==> config.mk <==
export PLATFORM = sky130hd
export DESIGN_NAME = audio_clip_sequencer_flat
export DESIGN_NICKNAME = d
export VERILOG_FILES = /design/src/rtl/audio_clip_sequencer_if.sv /design/src/rtl/audio_clip_sequencer.sv /design/src/flat_wrapper.sv
export SDC_FILE = /design/constraint.sdc
export NUM_CORES = 1
export LEC_CHECK = 0
export CORE_MARGIN = 10
export CORE_UTILIZATION = 35
export DETAILED_ROUTE_END_ITERATION = 16
export PLACE_DENSITY = 0.56
export SLEW_MARGIN = 20
export SYNTH_ARGS = -nofsm -noshare
export SYNTH_HDL_FRONTEND = slang
export SYNTH_SLANG_ARGS = --single-unit
==> constraint.sdc <==
create_clock -name clk -period 8.8 [get_ports clk]
set_input_delay 0.88 -clock clk [delete_from_list [all_inputs] [get_ports clk]]
set_output_delay 0.88 -clock clk [all_outputs]
set_load 0.01 [all_outputs]
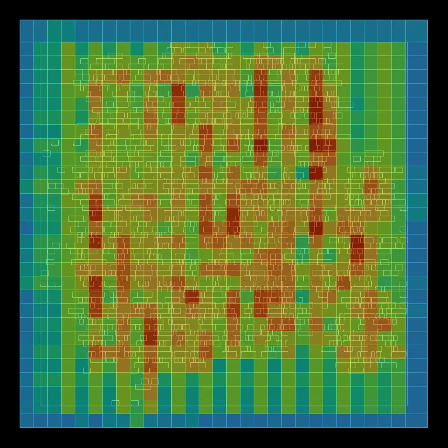
*Congestion heat map, run 1*
WL/cell: 17.51 µm
Total Routing Usage GR: 15.40%

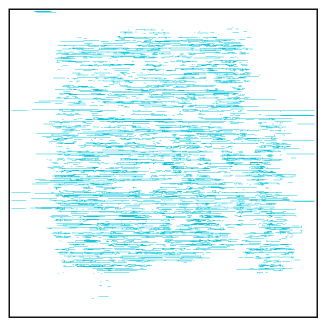
*Signal wires on met1, run 1*
Drawn at 1.5 px/µm.
- nets with wire on the layer: 1361
- main direction: horizontal
GRT met1 Usage: 21.78%
total number of vias: 10040

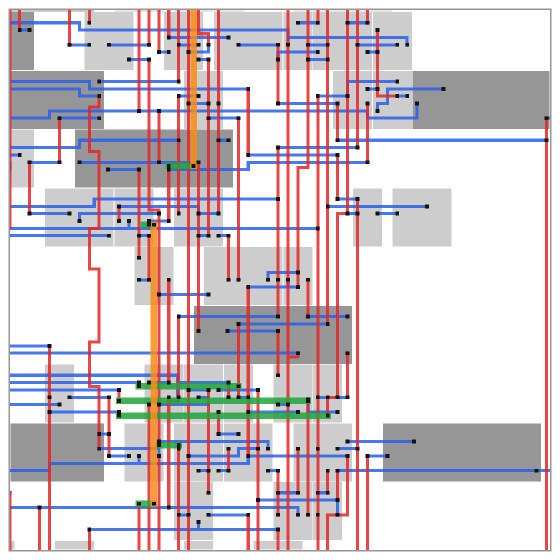
*Layout detail, run 1*
Window x 141 to 166, y 141 to 166 µm. Cells in gray, sequential cells in the stronger gray; small squares are vias.
- metal 2: red
- metal 3: green
- metal 1: blue
- metal 4: orange
- cells with their middle in the window: 37
- sequential cells in the window: 6
- most frequent: a21oi_1 (6), dfxtp_1 (6), o21ai_0 (5)

==> results.toml, run 1 <==
# implementation run metrics
[timing]
finalClockPeriodUsage_pct = 46.79
finalClockSkew_ns = 0.01757
slew_headroom_pct = 26.44
setup_viol = 0
fin_crit_ns = 4.118
timing.final.max_slew_violations = 0

[routing]
via_per_inst = 5.417
drt_iter0_drc = 678
wl_mm = 32.45
route.antenna.remaining_nets = 0
drc = 0

[layout]
fillers = 3413
antenna_cells = 0
mostFrequentLayoutCells = "dfxtp_1 (248), nand2_1 (162), a21oi_1 (140), nor2_1 (137), mux2i_1 (101)"
mi_logic_area_um2 = 6452
stdcell_count = 1853
regArea_um2 = 5007
area_growth_pct = 16.40
layout_top_cell = "dfxtp_1"

[global_route]
grt_max_degree = 108
antenna_found_initial = 0
grt_pass1_vias = 9664
grt_remaining_overflow = 0
grt_pass1_wl_mm = 52.94

[worst_setup_path]
crit_chain = "clkdlybuf4s50_1 -> nand2b_1 -> buf_4 -> nor3_1 -> and3_2 -> buf_4 -> nand2_2 -> mux2i_1 -> nor2_1"
cp.buffers_inverters = 3
rr_worst_depth = 7
worst_setup_path_end_kind = "register"
worst_path_max_delay_cell = "clkdlybuf4s50_1"
reg2reg_slack_ns = 5.03
cp.required_ns = 9.21
crit_path_max_incr_delay_ns = 0.87
cp.depth = 9
cp-start-kind = "input pin"
criticalPathCategory = "input pin to register"

[clock_network]
clockBufferDepth = 3
root_buffer = "clkbuf_16"
cts.sinks = 250
worstSkewPairLatency_ns = 0.55
cts_tree = "done"
cts_hold_buf = 0
cts_buffers = 28
postCtsResizedCells = 0

[placed_design]
place_inst = 1802
port_buffers = 67

[floorplanning]
core_um2 = 33530
fp_util_pct = 35.44
die_x_um = 204.3
dieArea_um2 = 41730
ioPinCount = 68

[run]
openroad.warnings = 37
drv_cap = 0

[logic_synthesis]
synthCells = 1360
ff_type = "dfxtp_1"
area_leaders = "dfxtp_1 (42%), mux2i_1 (8.5%), a21oi_1 (5.9%)"
ys_cells = 1360
yosys-stat-area_um2 = 11890

[hold_path]
hold-path-cell-count = 2

[run_status]
status = "finished, final reports clean"

[power]
p_leak_nw = 5.102
pwr_density_cell_nw_per_um2 = 176.0
-- run 1: through the flow --
stage,setup WS [ns],instance area [µm²],hold WS (ns)
final,4.682,13830,0.4499
after global routing,4.307,13830,0.4696
after CTS,4.707,13830,0.4527
after detailed placement,4.119,12930,0.4450
after global placement,4.290,12930,0.4395
after floorplan,4.954,11890,0.4315
-- run 1: tightest hold or removal path, stage by stage (launching register included) --
cell	delay [ns]
dfxtp_1	0.30
nand2_1	0.05
a21oi_1	0.05
-- run 1: synth_stat cells, types with 14 or more instances --
cell      number
or3_1         14
dfxtp_1      250
o21ai_0       48
a21oi_1      141
nand4_1       14
nand2b_1      14
nand3_1       89
nor2_1       137
nor4_1        15
ha_1          18
mux4_2        25
inv_1         21
xor2_1        15
clkbuf_1      78
mux2i_1      101
nand2_1      166
xnor2_1       14
a31oi_1       14
a211oi_1      19
-- run 1: metal layers --
layer	part of all wire (%)	global-route usage [%]	vias up
li1	-	-	4939
met1	49	21.78	4851
met2	45	24.04	199
met3	4.4	2.267	48
met4	1.8	3.835	0
met5	0	0	-
-- run 1: cell type report --
type | instances | area share [%]
multi-input cells | 994 | 46.64
flip-flops and latches | 250 | 36.19
repair buffers | 87 | 5.933
clock buffers | 40 | 5.824
well taps | 448 | 4.052
clock inverters | 11 | 0.6964
inverters | 23 | 0.6602
-- run 1: logic make-up after synthesis --
logic type,synth area share (%)
AND/OR/NAND/NOR,20.04
AND-OR/OR-AND,15.79
flip-flops,42.11
multiplexers,14.13
buffers and inverters,3.895
XOR/XNOR,2.137
adder cells (fa/ha/maj),1.895
-- run 1: power by group --
part | internal, mW | switching (mW) | total [mW]
logic | 0.0550 | 0.0957 | 0.151
clock network | 0.665 | 0.474 | 1.14
registers | 1.14 | 0.00548 | 1.15
### Gate-type map, run 1

Drawn at 1.5 px/µm.
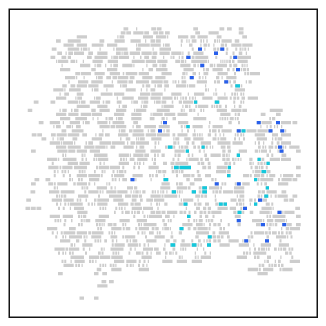

==> run 2: changes to the inputs <==
--- a/config.mk
+++ b/config.mk
@@ -8,7 +8,7 @@
 export CORE_MARGIN = 10
 export CORE_UTILIZATION = 35
 export DETAILED_ROUTE_END_ITERATION = 16
-export PLACE_DENSITY = 0.56
+export PLACE_DENSITY = 0.57
 export SLEW_MARGIN = 20
 export SYNTH_ARGS = -nofsm -noshare
 export SYNTH_HDL_FRONTEND = slang
==> constraint.sdc (replaced) <==
create_clock -name clk -period 3.7 [get_ports clk]
set_input_delay 0.37 -clock clk [delete_from_list [all_inputs] [get_ports clk]]
set_output_delay 0.37 -clock clk [all_outputs]
set_load 0.01 [all_outputs]
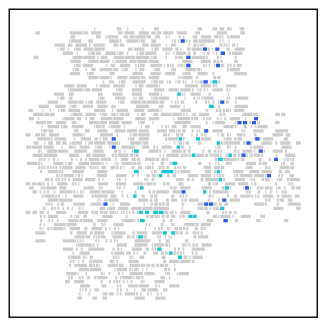
*Gate-type map, run 2*
Drawn at 1.5 px/µm.
- AND-OR and OR-AND gates: cyan (cells 35)
- XOR/XNOR gates: blue (cells 29)
Comb area share: 45.22%
most instantiated logic cell after routing: dfxtp_1
final non-filler cell total: 1877

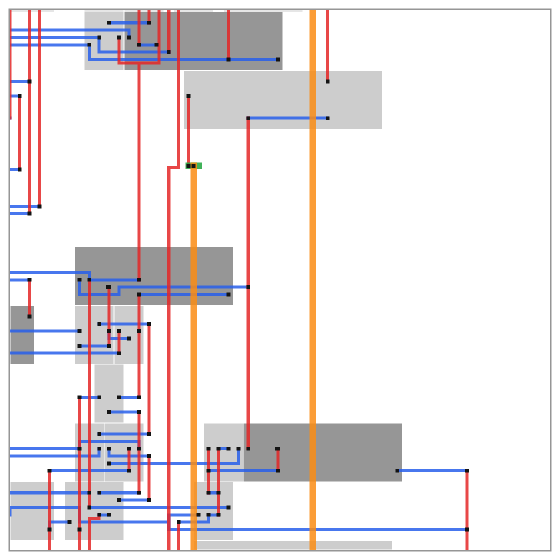
*Layout detail, run 2*
Window x 141 to 166, y 141 to 166 µm. Cells in gray, sequential cells in the stronger gray; small squares are vias.
- metal 1: blue
- metal 2: red
- metal 3: green
- metal 4: orange
- cells with their middle in the window: 14
- sequential cells in the window: 3
- most frequent: a21oi_1 (3), dfxtp_1 (3)

==> results.toml, run 2 <==
# implementation run metrics
[run_status]
status = "finished, final reports clean"

[worst_setup_path]
crit_chain = "mux4_2 -> a21bo_1 -> o32a_4 -> or4_1 -> or4_1 -> a31oi_1"
cp.buffers_inverters = 0
cp-start-kind = "register"
cp.depth = 6
cp.required_ns = 4.18
crit_path_max_incr_delay_ns = 0.68
rr_worst_depth = 6
worst_setup_path_end_kind = "register"
criticalPathCategory = "register to register"
reg2reg_slack_ns = 0.36
worst_path_max_delay_cell = "or4_1"

[power]
clkPwrFrac_pct = 51.5
p_sw_share_pct = 22.57
peakVddDrop_uv = 325.6
p_comb_share_pct = 5.7
p_leak_nw = 5.329
p_sw_mw = 1.436
seq_power_share_pct = 42.8
pwr_density_cell_nw_per_um2 = 446.2
intPower_mw = 4.927

[hold_path]
hold-path-cell-count = 2
hp-class = "register to register"

[timing]
finalClockSkew_ns = 0.04012
rsz0062_at_grt = "false"
setup_viol = 0
fin_crit_ns = 3.337
finalClockPeriodUsage_pct = 90.18
fin_tns_setup_ns = 0
timing.final.max_slew_violations = 0
slew_headroom_pct = 37.19

[global_route]
grt_max_degree = 187
grt.total_usage_pct = 14.83
grt_pass1_wl_mm = 51.40
grt_remaining_overflow = 0
grt_pass1_vias = 9342
antenna_found_initial = 0

[routing]
wl_mm = 31.92
via_per_inst = 5.322
route.antenna.remaining_nets = 0
routed-via-count = 9989
drc = 0
drt_iter0_drc = 737
wl_per_cell_um = 17.00

[logic_synthesis]
top_cell = "dfxtp_1"
yosys-stat-area_um2 = 11890
area_leaders = "dfxtp_1 (42%), mux2i_1 (8.5%), a21oi_1 (5.9%)"
yosys_warnings = 0
ff_type = "dfxtp_1"
ys_cells = 1360
synthCells = 1360
synthTopCellsByCount = "dfxtp_1 (250), nand2_1 (166), a21oi_1 (141)"

[run]
openroad.warnings = 37
drv_cap = 0

[clock_network]
cts_buffers = 30
cts_hold_buf = 0
root_buffer = "clkbuf_16"
clockBufferDepth = 3
path_clk_slew_ns = 0.06
worstSkewPairLatency_ns = 0.58
cts.sinks = 250
postCtsResizedCells = 0
cts_tree = "done"

[placed_design]
port_buffers = 67

[floorplanning]
die_x_um = 204.3
fp_util_pct = 35.44
core_um2 = 33530
dieArea_um2 = 41730
rows = 67
ioPinCount = 68

[layout]
mostFrequentLayoutCells = "dfxtp_1 (248), nand2_1 (162), a21oi_1 (140), nor2_1 (137), mux2i_1 (101)"
area_growth_pct = 19.99
antenna_cells = 0
drive_gt1_share_pct = 9.307
run 2: cell counts after synthesis:
Identical to the previous run, type by type.
run 2: logic make-up (layout without fill, tap and decap cells):
group	after synthesis	after routing	synth area share, %
AND/OR/NAND/NOR	513	513	20.04
AND-OR/OR-AND	304	304	15.79
flip-flops	250	250	42.11
multiplexers	130	130	14.13
buffers and inverters	116	185	3.895
XOR/XNOR	29	29	2.137
adder cells (fa/ha/maj)	18	18	1.895
run 2: power groups by stage:
stage,clock (mW),sequential (mW),combinational (mW)
finish,3.28,2.72,0.360
global route,3.47,2.73,0.393
CTS,3.36,2.72,0.360
detailed placement,0,2.78,0.359
global placement,0,2.78,0.356
floorplan,0,2.78,0.207
run 2: cell type report:
type,count,area (µm²)
Tap cell,448,560.5
Inverter,23,88.84
Fill cell,3322,19270
Timing Repair Buffer,106,1026
Multi-Input combinational cell,994,6449
Sequential cell,250,5007
Clock buffer,43,879.6
Clock inverter,13,250.2
run 2: per-layer routing:
metal	up-vias	global-route usage [%]	share of wire (%)
li1	4982	-	-
met3	38	2.393	3.8
met4	0	3.147	1.6
met2	167	23.06	45
met5	-	0	0
met1	4802	21.12	50
run 2: worst min-delay path, delay by kind of cell, from the launching register on:
| kind | cells | cell delay [ns] |
|---|---|---|
| flip-flops | 1 | 0.30 |
| AND/OR/NAND/NOR | 1 | 0.05 |
| AND-OR/OR-AND | 1 | 0.05 |
run 2: metrics by stage:
step / instance area [µm²] / setup WS (ns) / cells / total power, mW / hold WS, ns
after global placement: 13130 / 0.1193 / 1821 / 3.139 / 0.4397
final: 14260 / 0.3633 / 1877 / 6.363 / 0.4495
after detailed placement: 13130 / 0.1311 / 1821 / 3.143 / 0.4435
after CTS: 14260 / 0.3358 / 1877 / 6.443 / 0.4393
after floorplan: 11890 / 0.3639 / 1360 / 2.987 / 0.4315
after global routing: 14260 / 0.1766 / 1877 / 6.585 / 0.4672
Power figures rest on the tool's default switching activity, not on a simulated workload.
